## config.mk

```make
export PLATFORM = sky130hd
export DESIGN_NAME = piso_frame_serializer
export DESIGN_NICKNAME = d
export VERILOG_FILES = /design/src/rtl/piso_pkg.sv /design/src/rtl/piso_bit_counter.sv /design/src/rtl/piso_frame_serializer.sv
export SDC_FILE = /design/constraint.sdc
export NUM_CORES = 1
export LEC_CHECK = 0
export CAP_MARGIN = 10
export CORE_UTILIZATION = 35
export DETAILED_ROUTE_END_ITERATION = 16
export PLACE_DENSITY = 0.59
export SYNTH_ARGS = -nofsm -noshare
export SYNTH_HDL_FRONTEND = slang
export SYNTH_SLANG_ARGS = --single-unit
```

## constraint.sdc

```tcl
create_clock -name clk -period 1.8 [get_ports clk]
set_clock_uncertainty 0.15 [all_clocks]
set_input_delay 0.18 -clock clk [delete_from_list [all_inputs] [get_ports clk]]
set_output_delay 0.18 -clock clk [all_outputs]
set_load 0.03 [all_outputs]
```

## src/rtl/piso_pkg.sv

```systemverilog
// Shared definitions for the PISO frame serializer: state encoding and default word width.
package piso_pkg;

  localparam int PISO_DEFAULT_WIDTH = 8;

  typedef enum logic [1:0] {
    ST_IDLE   = 2'd0,
    ST_SHIFT  = 2'd1,
    ST_PARITY = 2'd2
  } piso_state_e;

endpackage

```

## src/rtl/piso_bit_counter.sv

```systemverilog
// Saturating bit counter: counts 0..WIDTH-1, holds at the top, and flags the terminal count.
module piso_bit_counter
  import piso_pkg::*;
#(
  parameter int WIDTH = PISO_DEFAULT_WIDTH,
  parameter int CW    = $clog2(WIDTH)
) (
  input  logic clk,
  input  logic rst,
  input  logic clr_i,
  input  logic en_i,
  output logic tc_o
);

  logic [CW-1:0] cnt_q, cnt_d;

  assign tc_o = (cnt_q == CW'(WIDTH - 1));

  // Clear wins over enable so a back-to-back load restarts the count at 0.
  always_comb begin
    cnt_d = cnt_q;
    if (clr_i)             cnt_d = '0;
    else if (en_i && !tc_o) cnt_d = cnt_q + 1'b1;
  end

  always_ff @(posedge clk) begin
    if (rst) cnt_q <= '0;
    else     cnt_q <= cnt_d;
  end

endmodule

```

## src/rtl/piso_frame_serializer.sv

```systemverilog
// Parallel-in/serial-out frame serializer feeding siso_shift_reg, with gapless back-to-back frames.
// Optional trailing even-parity bit when PISO_FRAME_SERIALIZER_PARITY_EN is defined.
module piso_frame_serializer
  import piso_pkg::*;
#(
  parameter int WIDTH      = PISO_DEFAULT_WIDTH,
  parameter bit MSB_FIRST  = 1'b1,
  parameter bit IDLE_LEVEL = 1'b0
) (
  input  logic             clk,
  input  logic             rst,
  input  logic [WIDTH-1:0] din,
  input  logic             din_valid,
  output logic             din_ready,
  output logic             sout,
  output logic             sout_valid,
  output logic             busy,
  output logic             done
);

  piso_state_e      state_q, state_d;
  logic [WIDTH-1:0] shreg_q, shreg_d;
  logic             tc, accept, last;

  piso_bit_counter #(.WIDTH(WIDTH)) u_cnt (
    .clk   (clk),
    .rst   (rst),
    .clr_i (accept || (state_q != ST_SHIFT)),
    .en_i  (state_q == ST_SHIFT),
    .tc_o  (tc)
  );

`ifdef PISO_FRAME_SERIALIZER_PARITY_EN
  logic par_q;

  always_ff @(posedge clk) begin
    if (rst)         par_q <= 1'b0;
    else if (accept) par_q <= ^din;
  end
`endif

  always_comb begin
    state_d    = state_q;
    shreg_d    = shreg_q;
    last       = 1'b0;
    sout       = IDLE_LEVEL;
    sout_valid = 1'b0;
    case (state_q)
      ST_IDLE: ;
      ST_SHIFT: begin
        sout_valid = 1'b1;
        sout       = MSB_FIRST ? shreg_q[WIDTH-1] : shreg_q[0];
        shreg_d    = MSB_FIRST ? (shreg_q << 1) : (shreg_q >> 1);
`ifdef PISO_FRAME_SERIALIZER_PARITY_EN
        if (tc) state_d = ST_PARITY;
`else
        last = tc;
        if (tc) state_d = ST_IDLE;
`endif
      end
`ifdef PISO_FRAME_SERIALIZER_PARITY_EN
      ST_PARITY: begin
        sout_valid = 1'b1;
        sout       = par_q;
        last       = 1'b1;
        state_d    = ST_IDLE;
      end
`endif
      default: state_d = ST_IDLE;
    endcase

    // Ready in idle and on the final output cycle, so the next word follows with no gap.
    din_ready = !rst && ((state_q == ST_IDLE) || last);
    accept    = din_valid && din_ready;
    if (accept) begin
      state_d = ST_SHIFT;
      shreg_d = din;
    end
  end

  assign done = last;
  assign busy = sout_valid;

  always_ff @(posedge clk) begin
    if (rst) begin
      state_q <= ST_IDLE;
      shreg_q <= '0;
    end else begin
      state_q <= state_d;
      shreg_q <= shreg_d;
    end
  end

endmodule

```

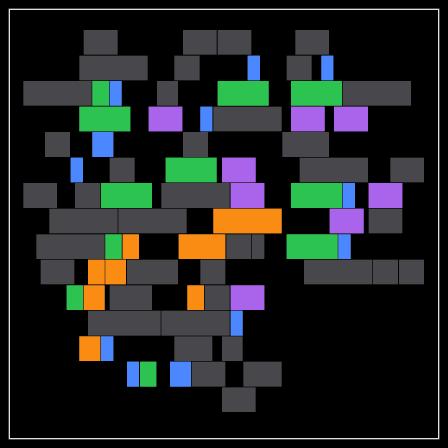
*Selected gate families, run 1*
family	color	cells
aoi and oai cells	green	11
mux cells	purple	8
nand cells	orange	8
nor cells	blue	12
Comb/total area: 0.431
Post-Layout Cell Count: 105

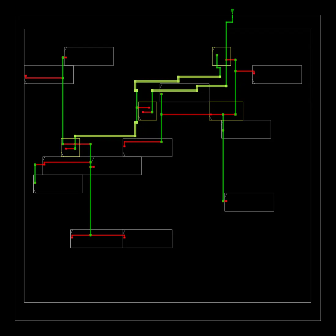
*Clock routing, run 1*
flip-flops: 12
clk_lat worst skew: 280 ps

==> results.yml, run 1 <==
# generated from flow reports
outcome:
  outcome: "completed"
final_timing:
  worst_pin_slew_ps: 348
  slew_headroom: 0.767
  fmax_mhz: 573
  setup_slack_ps: 53.7
  hold_viol_final: 0
  fin_crit_sh: 0.970
  slew_violations: 0
  setup_viol: 0
finish:
  lay_top_count: "dfxtp_1"
  nClkBuffers: 4
  largest_cell_class: "multi-input combinational cells"
  clock_cell_area_share: 0.0423
  layout_top_cells: "11 x dfxtp_1, 10 x nor2_1, 10 x clkdlybuf4s50_1"
  logic_gates: 44
  fin_nets: 94
  area_growth_syn_to_layout_pct: 28.9
  insertedDiodeCount: 0
  buffer_area_frac: 0.204
  num-nonclk-buffers: 19
  fin_util: 0.492
setup_path:
  critical_path.max_fanout: 3
  slowest_stage: "dfxtp_2"
  cp_data_required_time_ps: 1470
  worstSetupStartpointType: "flop"
  crit_start: "u_cnt.cnt_q[0]$_SDFFE_PP0P_"
  cp_top_family: "adder cells"
  critPathMaxStageDelay_ps: 330
  r2r-end: "shreg_q[5]$_SDFFE_PP0P_"
  endpoint: "din_ready"
  crit_arrival_ps: 1420
  r2r-start: "u_cnt.cnt_q[0]$_SDFFE_PP0P_"
  rrSetupSlack_ps: 200
  path_class: "reg2out"
  crit_cells: 5
die:
  die_h_um: 45.6
  dieArea_mm2: 0.00208
  core-area_mm2: 0.00175
  dieWidth_um: 45.6
  ios: 16
  rows: 15
  num_tap_cells: 25
routing:
  drc: 0
  wl_per_cell_um: 11.4
  num_vias: 500
  dr.max_layer_used: "met3"
  vias_per_cell: 4.76
  route.met3.wl_um: 64
  drt-total-wl_um: 1190
  drtPass1Iterations: 3
  drt-initial-drc-count: 5
global_route:
  grt_max_degree: 11
  overflow: 0
  antenna_found_initial: 0
  grt_pass1_vias: 454
  grt_pass1_wl_um: 2000
logic_synthesis:
  ys_warn_count: 0
  synth_chip_area_um2: 666
  yosysTopAreaCell: "dfxtp_1"
  syn_area_um2: 666
  netlist_instances: 62
  ys_cells: 62
  area_leaders: "dfxtp_1 36%, a221oi_2 16%, mux2i_1 12%, nor2_1 5.6%, ha_1 3.8%"
  synth_cell_type_count: 18
  syn_avg_cell_area_um2: 10.7
  ys_seq_share: 0.361
  synth-seq-cells: 12
  syn-num-nets: 75
power_and_ir_drop:
  ir_drop_mv: 0.380
  power.total_w: 0.000643
  p_per_area_mw_per_mm2: 750
  p_leak_nw: 0.332
cts:
  clk_pin_slew_worst_paths_ps: 80
  cts.path.max_buffers: 2
  cts-root-buf: "clkbuf_4"
  numClockSinks: 12
  cts_buffers: 3
  cts_hold_buffers: 0
place:
  numPortBuffers: 15
  hpwl_um: 853
  dp_slack_ps: 209
  place.gp.congestion: 0.670
hold_path:
  hold_depth: 2
job:
  tool_warnings: 26
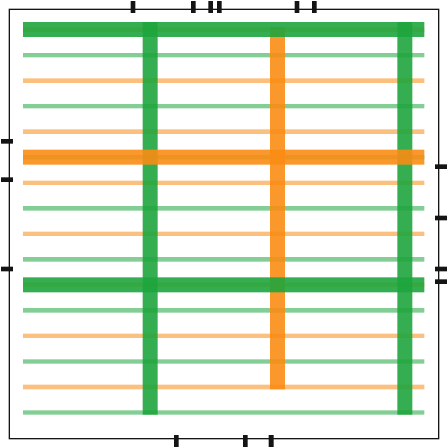
*Floorplan with the power grid, run 1*
Pins as bars on the die edge.
net	color
VDD	orange
VSS	green
met1 rails	16
met4 straps	3
rows	15
signal pins	16

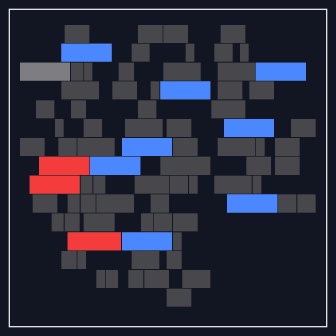
*Sequential cells grouped by signal name, run 1*
Other sequential cells in the stronger gray, the rest of the logic in the fainter gray.
netlist name	color	placed flops
`shreg_q`	blue	8
`u_cnt.cnt_q`	red	3
fraction of area in registers: 0.281
Sequential cell area: 241 um^2
Flop+latch power: 0.000296 W

[run 1: synth_stat cells]
master    instances
clkbuf_1          1
nor2b_1           2
buf_4             1
nand2_8           1
and2_1            2
buf_6             2
mux2i_1           8
nand2b_1          3
inv_2             1
dfxtp_1          12
nand2b_4          1
a221oi_2          7
nand3_1           3
nor2_1           10
buf_12            1
ha_1              2
o21a_1            1
a21oi_1           4
[run 1: flip-flops by register name, indices dropped and copies added, names as in the netlist]
| signal | flops |
|---|---|
| shreg_q | 8 |
| state_q | 1 |
| u_cnt.cnt_q | 3 |
[run 1: metal layers]
layer,global-route usage,vias to the layer above
li1,-,260
met1,0.184,227
met2,0.206,13
met3,0.0595,0
met4,0.0545,0
met5,0,-
[run 1: cell families (layout without fill, tap and decap cells)]
family | after synthesis | after routing | share of synthesized area
and+or+nand+nor | 22 | 22 | 0.195
AOI/OAI and AO/OA | 12 | 12 | 0.199
DFF | 12 | 12 | 0.361
muxes | 8 | 8 | 0.120
buffers and inverters | 6 | 24 | 0.0865
adders and majority gates | 2 | 2 | 0.0376
[run 1: through the flow]
stage | std cells | hold WS [ps] | TNS, ps | instance area [um^2]
finish | 105 | 331 | 0 | 858
global route | 105 | 346 | -0.422 | 858
CTS | 105 | 337 | 0 | 847
detailed placement | 100 | 325 | 0 | 803
global placement | 100 | 315 | 0 | 803
floorplan | 62 | 204 | 0 | 666
[run 1: repair_timing]
action / 4_1_cts / 5_1_grt
pin swaps: 0 / 0
hold endpoints to repair: 0 / 0
resized: 0 / 4
buffers inserted: 1 / 0
setup endpoints to repair: 1 / 2
[run 1: where the power goes]
group          switching (W)  internal [W]
sequential         0.0000127      0.000284
combinational      0.0000642     0.0000657
clock              0.0000942      0.000123
total               0.000171      0.000472
==> inputs of run 2 (changes only) <==
--- a/config.mk
+++ b/config.mk
@@ -6,6 +6,7 @@
 export NUM_CORES = 1
 export LEC_CHECK = 0
 export CAP_MARGIN = 10
+export CORE_ASPECT_RATIO = 1.4
 export CORE_UTILIZATION = 35
 export DETAILED_ROUTE_END_ITERATION = 16
 export PLACE_DENSITY = 0.59
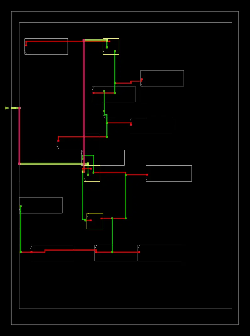
*Clock routing, run 2*
total clock network power: 0.000165 W
clk_lat worst skew: 270 ps
CTS Buf Count: 3
clock buffers: 3

==> run 2 against run 1 <==
Non-clock buffer count up 2. Setup slack improved by 10 ps. Synthesized cell count unchanged. Power shrank 7.4%. First-iteration DRC count is the same. Routed wire length up 3.9%. Clock-buffer cell count is 1 lower. Sequential power about the same. Largest cell class unchanged. Cell area shrank 1.0%. Sequential cell count unchanged.
==> results.yml, run 2 <==
# generated from flow reports
outcome:
  outcome: "completed"
die:
  ios: 16
  die_h_um: 53.6
  dieWidth_um: 38.9
  core-area_mm2: 0.00178
routing:
  vias_per_cell: 5.01
  num_vias: 506
  wl_per_cell_um: 12.3
  drt-total-wl_um: 1240
logic_synthesis:
  synth_cell_type_count: 18
  synth-seq-cells: 12
  synthSimpleGateAreaFrac: 0.195
  yosys-top-cells-count: "12 x dfxtp_1, 10 x nor2_1, 8 x mux2i_1, 7 x a221oi_2, 4 x a21oi_1"
  syn_avg_cell_area_um2: 10.7
  ys_warn_count: 0
  edf_count: 0
  ys_cells: 62
  area_leaders: "dfxtp_1 36%, a221oi_2 16%, mux2i_1 12%, nor2_1 5.6%, ha_1 3.8%"
  syn_area_um2: 666
  synth_chip_area_um2: 666
  fa_ha_area_frac: 0.0376
  netlist_instances: 62
  xor_area_frac: 0
  async_flop_share: 0
  syn-num-nets: 75
cts:
  clk_pin_slew_worst_paths_ps: 70
  cts-root-buf: "clkbuf_4"
  cts_hold_buffers: 0
  numClockSinks: 12
  post_cts_buffers: 1
power_and_ir_drop:
  p_clk_frac: 0.277
  comb_power_share: 0.226
  ir_drop_mv: 0.379
  pwr-share-seq: 0.497
final_timing:
  setup_tns_ps: 0
  setup_viol: 0
  hold_ws_ps: 327
  fmax_mhz: 576
finish:
  fin_nets: 96
place:
  hpwl_um: 884
global_route:
  grt_max_degree: 11
job:
  tool_warnings: 26
setup_path:
  cp_data_required_time_ps: 1470
## run 2: cell counts after synthesis
No cell type changed its count.
## run 2: per-stage QoR
step / total power [W] / utilization / setup WS (ps) / std cells
after global routing: 0.000630 / 0.477 / 4.08 / 101
after global placement: 0.000433 / 0.452 / 209 / 96
final: 0.000596 / 0.477 / 64.0 / 101
after CTS: 0.000603 / 0.471 / 21.6 / 100
after floorplan: 0.000393 / - / 5.54 / 62
after detailed placement: 0.000434 / 0.452 / 221 / 96
## run 2: cell type report
cell class	count	area (um^2)	area share
multi-input combinational	44	370	0.436
inverter	1	3.75	0.00442
timing repair buffer	21	186	0.219
clock buffer	3	22.5	0.0265
tap	20	25.0	0.0295
sequential	12	241	0.284
## run 2: logic make-up after synthesis
logic type,after synthesis
and+or+nand+nor,22
DFF,12
AOI/OAI and AO/OA,12
muxes,8
buffers and inverters,6
adders and majority gates,2
## run 2: worst register-to-register path, stage by stage (launching register included)
cell      delay [ps]
dfxtp_2          320
ha_1             190
ha_2             180
nand2b_4         140
buf_4            180
buf_4            170
a221oi_2         220
## run 2: worst max-delay path by stage
| stage | to | slack [ps] | depth (start not counted) |
|---|---|---|---|
| 2_1_floorplan | din_ready | 6 | 6 |
| 3_3_place_gp | din_ready | 210 | 5 |
| 3_5_place_dp | shreg_q[7]$_SDFFE_PP0P_ | 220 | 5 |
| 4_1_cts | done | 20 | 5 |
| 5_1_grt | done | 4 | 5 |
| 6_report | done | 60 | 5 |
## run 2: per-layer routing
metal | global-route usage | share of wire | vias up
li1 | - | - | 263
met1 | 0.185 | 0.46 | 227
met2 | 0.203 | 0.48 | 12
met3 | 0.0248 | 0.032 | 4
met4 | 0.103 | 0.025 | 0
met5 | 0 | 0 | -
==> inputs of run 3 (changes only) <==
==> constraint.sdc (replaced) <==
create_clock -name clk -period 1.99 [get_ports clk]
set_clock_uncertainty 0.15 [all_clocks]
set_input_delay 0.199 -clock clk [delete_from_list [all_inputs] [get_ports clk]]
set_output_delay 0.199 -clock clk [all_outputs]
set_load 0.03 [all_outputs]
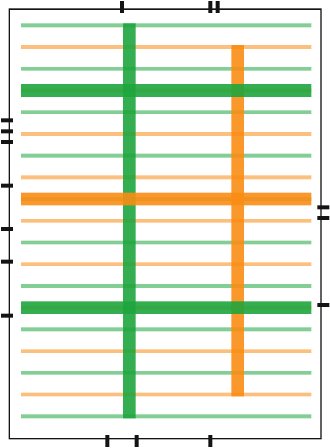
*Floorplan with the power grid, run 3*
Pins as bars on the die edge.
net	color
VSS	green
VDD	orange
signal pins	16
met1 rails	19
rows	18

==> run 3 against run 2 <==
Power shrank 2.0%. Via count fell by 1.4%. Non-clock buffer count unchanged. Sequential power fell by about 10%. Sequential share of layout area down 0.72 points. Sequential cell count did not move. Critical endpoint is now din_ready.
==> results.yml, run 3 <==
# generated from flow reports
power_and_ir_drop:
  power.switching_w: 0.000152
  swShare: 0.261
  comb_power_share: 0.215
  p_clk_frac: 0.331
  p_leak_nw: 0.339
  top_power_group: "registers"
  seq-power_w: 0.000265
  internal_power_w: 0.000432
  ir_drop_mv: 0.324
outcome:
  outcome: "completed"
routing:
  drc: 0
  num_vias: 499
  drtPass1Iterations: 4
  wl_per_cell_um: 12.5
final_timing:
  hold_viol_final: 0
  fmax_mhz: 522
  setup_tns_ps: 0
  setup_viol: 0
  slew_violations: 0
finish:
  top_register: "shreg_q"
  insertedDiodeCount: 0
  regArea_um2: 240
  comb_area_um2: 370
  final_cell_area_um2: 867
  largest_registers: "shreg_q (8), u_cnt.cnt_q (3), state_q (1)"
  area_growth_syn_to_layout_pct: 30.3
logic_synthesis:
  syn_area_um2: 666
  yosys.area_share.aoi: 0.199
  area_leaders: "dfxtp_1 36%, a221oi_2 16%, mux2i_1 12%, nor2_1 5.6%, ha_1 3.8%"
  synthMuxAreaShare: 0.120
  syn_avg_cell_area_um2: 10.7
  synth-seq-cells: 12
  ys_cells: 62
setup_path:
  critical_path.max_fanout: 5
  cp_top_family: "adder cells"
  r2r-end: "shreg_q[3]$_SDFFE_PP0P_"
  slowest_stage: "dfxtp_1"
  critPathMaxStageDelay_ps: 330
  path_class: "reg2out"
  r2r-start: "u_cnt.cnt_q[0]$_SDFFE_PP0P_"
cts:
  clk_latency_ps: 270
  cts-root-buf: "clkbuf_4"
place:
  place.gp.congestion: 0.679
  post_dp_cell_area_um2: 822
  dp_cells: 97
  dp_slack_ps: 140
die:
  core-area_mm2: 0.00178
  rows: 18
  die_h_um: 53.6
job:
  tool_warnings: 26
global_route:
  antenna_found_initial: 0
==> run 3: repair_timing <==
item	CTS	global route
endpoints found under the setup margin	2	1
hold buffers	0	0
buffers inserted	1	0
resized	1	1
==> run 3: final cells by class <==
| class | instances | area share |
|---|---|---|
| timing repair buffer | 21 | 0.221 |
| inverter | 1 | 0.00433 |
| sequential | 12 | 0.277 |
| tap | 20 | 0.0289 |
| multi-input combinational | 44 | 0.427 |
| clock buffer | 4 | 0.0418 |
==> run 3: cell families (layout without fill, tap and decap cells) <==
| kind of cell | Yosys count | after routing |
|---|---|---|
| multiplexers | 8 | 8 |
| AND-OR/OR-AND | 12 | 12 |
| AND/OR/NAND/NOR | 22 | 22 |
| adder cells (fa/ha/maj) | 2 | 2 |
| flip-flops | 12 | 12 |
| buffers and inverters | 6 | 26 |
==> run 3: worst reg2reg max path: cells and delay by family (launching register included) <==
kind                     cells  cell delay [ps]
buffers and inverters        3              490
AND/OR/NAND/NOR              1              130
flip-flops                   1              330
adder cells (fa/ha/maj)      2              390
AND-OR/OR-AND                1              230
==> run 3: how the worst max path moves through the flow <==
stage,from,endpoint,slack (ps),depth (start not counted)
floorplan,u_cnt.cnt_q[0]$_SDFFE_PP0P_,din_ready,180,6
global placement,u_cnt.cnt_q[0]$_SDFFE_PP0P_,done,180,4
detailed placement,u_cnt.cnt_q[0]$_SDFFE_PP0P_,done,140,4
CTS,u_cnt.cnt_q[0]$_SDFFE_PP0P_,din_ready,10,6
global route,u_cnt.cnt_q[0]$_SDFFE_PP0P_,din_ready,10,6
finish,u_cnt.cnt_q[0]$_SDFFE_PP0P_,din_ready,70,6
==> run 3: layer usage <==
metal,GRT usage,vias to the layer above,share of wire
met5,0,-,0
met2,0.250,10,0.51
met3,0.0248,2,0.035
li1,-,261,-
met1,0.166,226,0.44
met4,0.121,0,0.015

==> notes/layouts.md <==
Pictures saved along the way, in no particular order.

Placement by cell class.
Bar = 10 um. Fill, decap, tap and diode cells in gray.
image #1
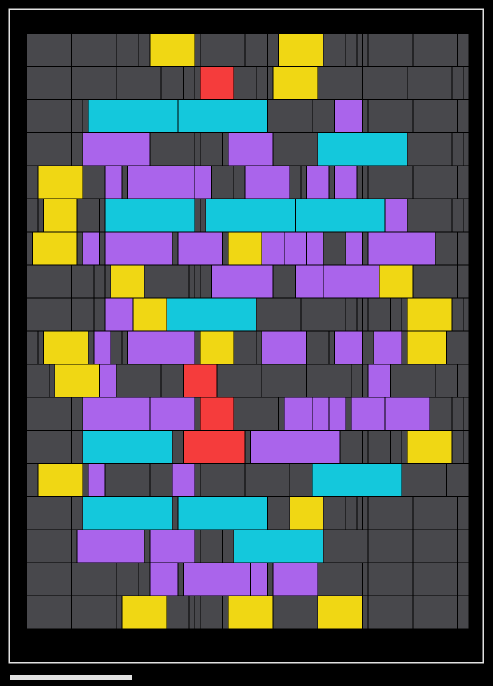
image #2
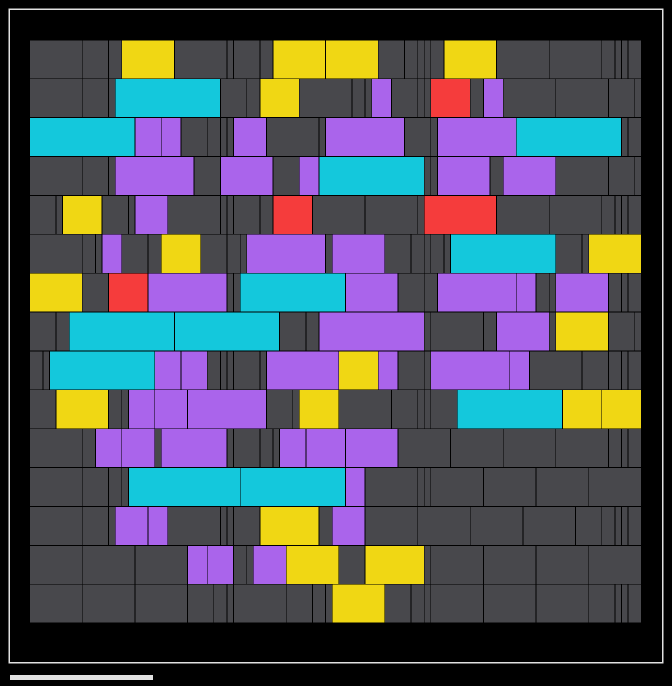
image #3
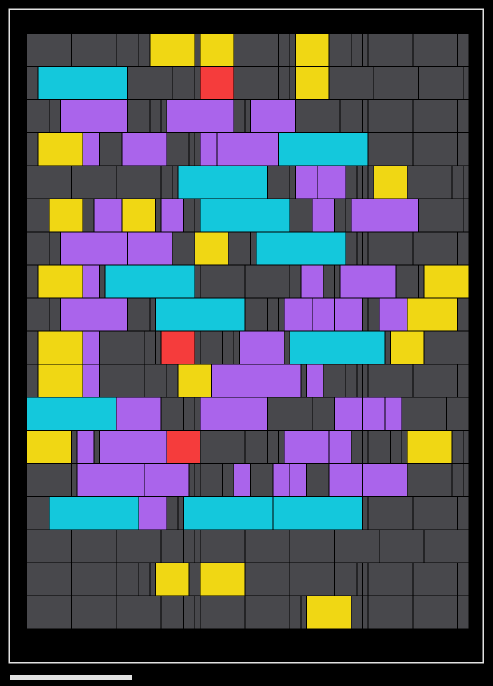
- run 2 = image #3
- run 1 = image #2
- run 3 = image #1

Key to image #1:
class	color	cells
combinational and other logic	purple	45
sequential cells	cyan	12
remaining buffers and delay cells	yellow	21
clock drivers and dummy loads	red	4

Power and IR drop assume default switching activity.
